$ cat config.mk
export PLATFORM = sky130hd
export DESIGN_NAME = systolic_skew_feeder
export DESIGN_NICKNAME = d
export VERILOG_FILES = /design/src/rtl/tpu_pkg.sv /design/src/rtl/skew_delay_line.sv /design/src/rtl/systolic_skew_feeder.sv
export SDC_FILE = /design/constraint.sdc
export NUM_CORES = 1
export LEC_CHECK = 0
export ABC_AREA = 1
export CORE_UTILIZATION = 51
export CTS_CLUSTER_SIZE = 10
export DETAILED_ROUTE_END_ITERATION = 10
export DONT_BUFFER_PORTS = 1
export HOLD_SLACK_MARGIN = 0.1
export PLACE_DENSITY_LB_ADDON = 0.08
export RECOVER_POWER = 50
export SLEW_MARGIN = 20
export SYNTH_ARGS = -nofsm -noshare
export SYNTH_HDL_FRONTEND = slang
export SYNTH_SLANG_ARGS = --single-unit
export TNS_END_PERCENT = 30
$ cat constraint.sdc
create_clock -name clk -period 1.5 [get_ports clk]
set_clock_uncertainty 0.2 [all_clocks]
set_input_delay 0.3 -clock clk [delete_from_list [all_inputs] [get_ports clk]]
set_output_delay 0.3 -clock clk [all_outputs]
set_load 0.05 [all_outputs]
$ cat src/rtl/tpu_pkg.sv
`default_nettype none
// ============================================================================
//  Module      : tpu_pkg
//  Description : Shared types and constants for the FP8 systolic array front
//                end: FP8 lane width, the zero byte injected as a bubble, the
//                feeder state encoding and the drain-length helper.
//  Revision    : 1.0 - initial release
// ============================================================================
package tpu_pkg;

    localparam int               FP8_W    = 8;
    localparam logic [FP8_W-1:0] FP8_ZERO = 8'h00;

    typedef enum logic [2:0] {
        IDLE   = 3'd0,
        CLEAR  = 3'd1,
        STREAM = 3'd2,
        DRAIN  = 3'd3,
        DONE   = 3'd4
    } feeder_state_t;

    // Cycles for the last injected value to cross the whole N x N grid.
    function automatic int drain_cycles(input int n);
        return 2 * n - 1;
    endfunction

endpackage : tpu_pkg
`default_nettype wire

$ cat src/rtl/skew_delay_line.sv
`default_nettype none
// ============================================================================
//  Module      : skew_delay_line
//  Description : DEPTH-stage register pipeline used to skew one operand lane
//                onto the edge of the systolic grid. Asynchronous active-low
//                reset clears every stage.
//  Revision    : 1.0 - initial release
// ============================================================================
module skew_delay_line #(
    parameter int DEPTH = 1,
    parameter int W     = 8
) (
    input  logic         clk,
    input  logic         rst_n,
    input  logic [W-1:0] i_data,
    output logic [W-1:0] o_data
);

    logic [W-1:0] r_stage [DEPTH];

    // Shift the lane value one stage per clock; reset flushes the whole line.
    always_ff @(posedge clk or negedge rst_n) begin
        if (!rst_n) begin
            for (int k = 0; k < DEPTH; k++) begin
                r_stage[k] <= '0;
            end
        end else begin
            r_stage[0] <= i_data;
            for (int k = 1; k < DEPTH; k++) begin
                r_stage[k] <= r_stage[k-1];
            end
        end
    end

    assign o_data = r_stage[DEPTH-1];

endmodule : skew_delay_line
`default_nettype wire

$ cat src/rtl/systolic_skew_feeder.sv
`default_nettype none
// ============================================================================
//  Module      : systolic_skew_feeder
//  Description : Operand feeder for the N x N FP8 E4M3 PE grid. Accepts one
//                K-step beat (A column, B row) per handshake, skews lane i by
//                i cycles onto the west/north grid edges, pulses pe_clear
//                before the first operand, fills bubbles and the drain with
//                zero bytes and pulses done once every accumulator is final.
//                Optional build macro FEEDER_STALL_CNT_EN adds stall_cnt.
//  Revision    : 1.0 - initial release
// ============================================================================
module systolic_skew_feeder
    import tpu_pkg::*;
#(
    parameter int N  = 4,
    parameter int KW = 8
) (
    input  logic               clk,
    input  logic               rst_n,
    input  logic               start,
    input  logic [KW-1:0]      k_len,
    input  logic               in_valid,
    output logic               in_ready,
    input  logic [N*FP8_W-1:0] a_vec,
    input  logic [N*FP8_W-1:0] b_vec,
    output logic [N*FP8_W-1:0] a_west,
    output logic [N*FP8_W-1:0] b_north,
    output logic               pe_clear,
    output logic               busy,
    output logic               done
`ifdef FEEDER_STALL_CNT_EN
    ,
    output logic [15:0]        stall_cnt
`endif
);

    localparam int c_DRAIN_W = $clog2(2 * N + 1);
    // Straight from CLEAR nothing was injected, so the drain is the bare grid
    // crossing time. After a beat, the final beat's own injection cycle is
    // added on top so that done lands after PE(N-1,N-1) accumulates it.
    localparam logic [c_DRAIN_W-1:0] c_DRAIN_FROM_CLEAR = c_DRAIN_W'(drain_cycles(N) - 1);
    localparam logic [c_DRAIN_W-1:0] c_DRAIN_FROM_BEAT  = c_DRAIN_W'(drain_cycles(N));

    feeder_state_t          r_state;
    feeder_state_t          w_state_nxt;
    logic [KW-1:0]          r_k_rem;
    logic [KW-1:0]          w_k_rem_nxt;
    logic [c_DRAIN_W-1:0]   r_drain_cnt;
    logic [c_DRAIN_W-1:0]   w_drain_cnt_nxt;
    logic                   r_in_ready;
    logic                   r_pe_clear;
    logic                   r_busy;
    logic                   r_done;
    logic                   w_accept;
    logic [N*FP8_W-1:0]     w_a_inj;
    logic [N*FP8_W-1:0]     w_b_inj;

    assign w_accept = r_in_ready & in_valid;

    // Next-state, tile-depth and drain-counter logic.
    always_comb begin
        w_state_nxt     = r_state;
        w_k_rem_nxt     = r_k_rem;
        w_drain_cnt_nxt = r_drain_cnt;
        case (r_state)
            IDLE: begin
                if (start) begin
                    w_k_rem_nxt = k_len;
                    w_state_nxt = CLEAR;
                end
            end
            CLEAR: begin
                if (r_k_rem != '0) begin
                    w_state_nxt = STREAM;
                end else begin
                    w_state_nxt     = DRAIN;
                    w_drain_cnt_nxt = c_DRAIN_FROM_CLEAR;
                end
            end
            STREAM: begin
                if (w_accept) begin
                    w_k_rem_nxt = r_k_rem - KW'(1);
                    if (r_k_rem == KW'(1)) begin
                        w_state_nxt     = DRAIN;
                        w_drain_cnt_nxt = c_DRAIN_FROM_BEAT;
                    end
                end
            end
            DRAIN: begin
                if (r_drain_cnt == '0) begin
                    w_state_nxt = DONE;
                end else begin
                    w_drain_cnt_nxt = r_drain_cnt - c_DRAIN_W'(1);
                end
            end
            DONE: begin
                w_state_nxt = IDLE;
            end
            default: begin
                w_state_nxt = IDLE;
            end
        endcase
    end

    // State register; control outputs are registered from the next state so
    // they line up with the state they describe.
    always_ff @(posedge clk or negedge rst_n) begin
        if (!rst_n) begin
            r_state     <= IDLE;
            r_k_rem     <= '0;
            r_drain_cnt <= '0;
            r_in_ready  <= 1'b0;
            r_pe_clear  <= 1'b0;
            r_busy      <= 1'b0;
            r_done      <= 1'b0;
        end else begin
            r_state     <= w_state_nxt;
            r_k_rem     <= w_k_rem_nxt;
            r_drain_cnt <= w_drain_cnt_nxt;
            r_in_ready  <= (w_state_nxt == STREAM);
            r_pe_clear  <= (w_state_nxt == CLEAR);
            r_busy      <= (w_state_nxt != IDLE);
            r_done      <= (w_state_nxt == DONE);
        end
    end

    assign in_ready = r_in_ready;
    assign pe_clear = r_pe_clear;
    assign busy     = r_busy;
    assign done     = r_done;

    // Anything other than an accepted beat enters the lanes as a zero bubble.
    assign w_a_inj = w_accept ? a_vec : {N{FP8_ZERO}};
    assign w_b_inj = w_accept ? b_vec : {N{FP8_ZERO}};

    for (genvar i = 0; i < N; i++) begin : g_lane
        skew_delay_line #(
            .DEPTH (i + 1),
            .W     (FP8_W)
        ) u_a_skew (
            .clk    (clk),
            .rst_n  (rst_n),
            .i_data (w_a_inj[i*FP8_W +: FP8_W]),
            .o_data (a_west[i*FP8_W +: FP8_W])
        );

        skew_delay_line #(
            .DEPTH (i + 1),
            .W     (FP8_W)
        ) u_b_skew (
            .clk    (clk),
            .rst_n  (rst_n),
            .i_data (w_b_inj[i*FP8_W +: FP8_W]),
            .o_data (b_north[i*FP8_W +: FP8_W])
        );
    end : g_lane

`ifdef FEEDER_STALL_CNT_EN
    logic [15:0] r_stall_cnt;

    // Count STREAM cycles starved of input; cleared at each tile's CLEAR.
    always_ff @(posedge clk or negedge rst_n) begin
        if (!rst_n) begin
            r_stall_cnt <= '0;
        end else if (r_state == CLEAR) begin
            r_stall_cnt <= '0;
        end else if ((r_state == STREAM) && !in_valid && (r_stall_cnt != 16'hFFFF)) begin
            r_stall_cnt <= r_stall_cnt + 16'd1;
        end
    end

    assign stall_cnt = r_stall_cnt;
`endif

endmodule : systolic_skew_feeder
`default_nettype wire

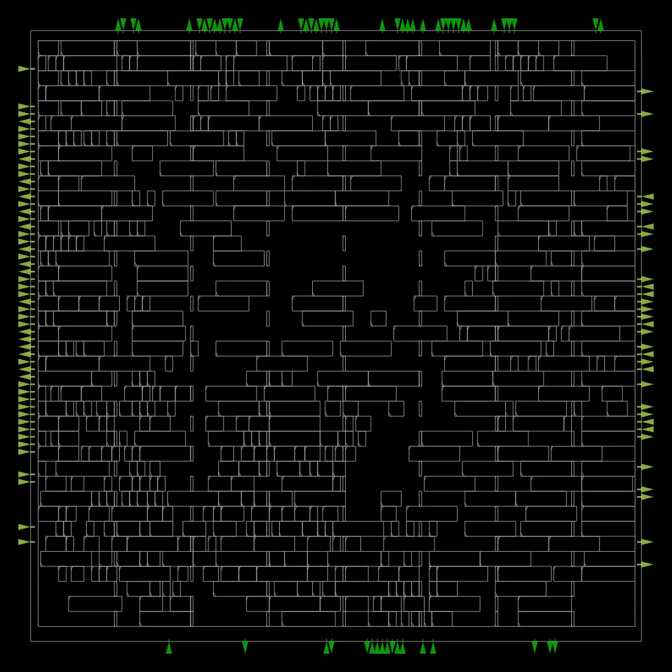
**Above:** cell placement.
core area: 11,500 um2
flip-flops: 179
number of fill cells in the layout: 801
Seq/total area: 59.7%
tapcells inserted: 143

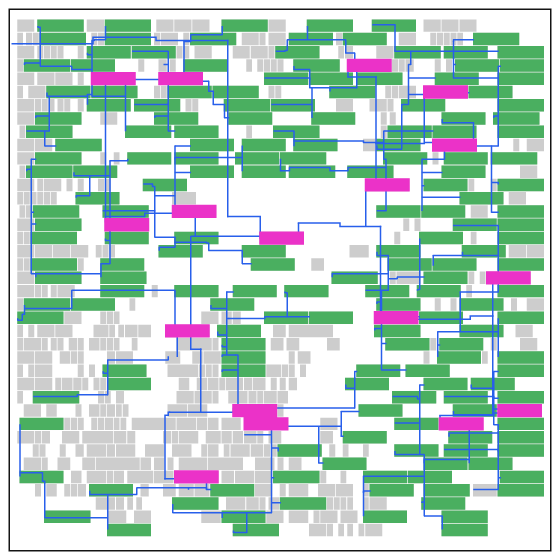
**Above:** routed clock nets over the placement.
- green: flip-flops (count 179)
- blue: clock wires (length 1,830 um)
- magenta: clock drivers (count 17)
- routed clock nets: 18
clk_lat worst skew: 410 ps
Clock group: 0.00394 W
Clk pwr share: 27.5%

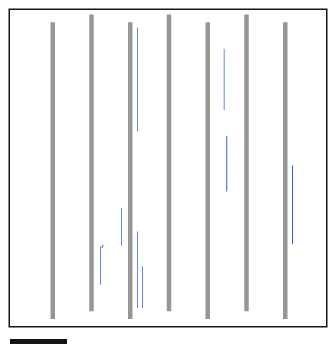
**Above:** signal wires on met4.
Scale bar: 20 um. Supply wires on this layer in gray.
- wire length on this layer: 172 um
- nets with wire on the layer: 4
- main direction: vertical
- longest straight run: 36.0 um
routed vias: 3,308
Total Wirelength: 9810 um

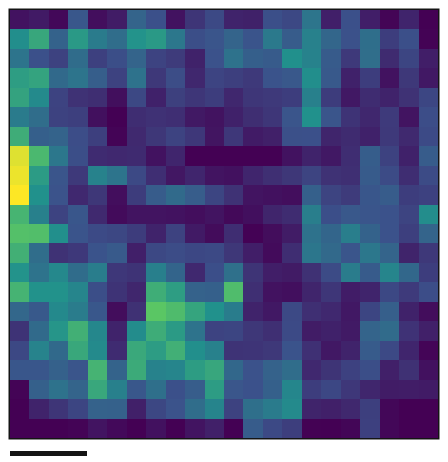
**Above:** signal metal coverage by tile.
Scale bar: 20 um. The die is cut into 22 by 22 equal tiles; dark purple is low, yellow is high, scaled to the fullest tile. Values are wire area over tile area, all layers added.
- tiles over half the peak: 8.7%
- nearly empty tiles: 6.2%
- fullest tile: 0.53
- mean over tiles: 0.13
Tot GR Track Use: 17.5%
per-cell routed wire length: 13.6 um

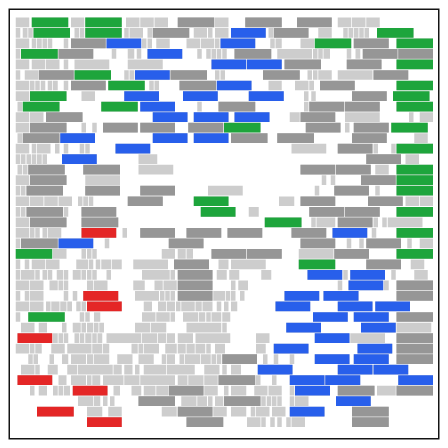
**Above:** sequential cells grouped by signal name.
- blue: `g_lane.u_b_skew.r_stage` (sequential cells 48)
- red: `r_k_rem` (sequential cells 8; where lower left)
- green: `g_lane.u_a_skew.o_data` (sequential cells 32)

==> flow_summary.json <==
{
  "fin_ws_ps": -56.9,
  "timing.rr.start": "r_k_rem[1]$_DFFE_PN0P_",
  "synth_area_um2": 6020,
  "r2r-end": "r_drain_cnt[1]$_DFFE_PN0P_",
  "fin_hold_ws_ps": -624,
  "violations": "hold timing, setup timing",
  "num-multi-input-gates": 183,
  "critPathMaxFanout": 4,
  "sw_frac_of_total_pct": 34.1,
  "use_met3_pct": 5.60,
  "compound_area_share_pct": 1.60,
  "chip_area_um2": 12200,
  "post_cts_buffers": 4,
  "firstDrtPassIters": 4,
  "hold_viol_final": 179,
  "maxSlewViolCount": 0,
  "grt_pass1_vias": 3448,
  "outcome": "complete, but fails checks",
  "cp-endpoint": "r_drain_cnt[1]$_DFFE_PN0P_",
  "report.final.setup_viol": 5,
  "synth.avg_cell_area_um2": 12.0,
  "tool_warnings": 34,
  "clk_share_pct": 6.94,
  "pwr-share-seq_pct": 49.2,
  "grt-busiest-layer": "met2",
  "grt_overflow": 0,
  "cellPowerDensity_nw_per_um2": 1870
}
## synth_stat cells, types with 3 or more instances
| cell type | instances | share of area (%) |
|---|---|---|
| nor2_1 | 84 | 5.2 |
| nand3_1 | 17 | 1.4 |
| ha_1 | 4 | 0.83 |
| o21ai_0 | 8 | 0.67 |
| dfrtp_1 | 179 | 74 |
| buf_4 | 49 | 6.1 |
| buf_2 | 6 | 0.50 |
| a21oi_1 | 3 | 0.25 |
| nor2_2 | 7 | 0.73 |
| inv_1 | 82 | 5.1 |
| nand2_1 | 50 | 3.1 |
## worst max-delay path, cell delays in order (launching register included)
cell	delay, ps
dfrtp_1	400
inv_2	130
ha_2	190
nand2_2	80
o21ai_2	200
nand3_4	120
nand2_2	90
nand2_2	50
Power figures rest on the tool's default switching activity, not on a simulated workload.
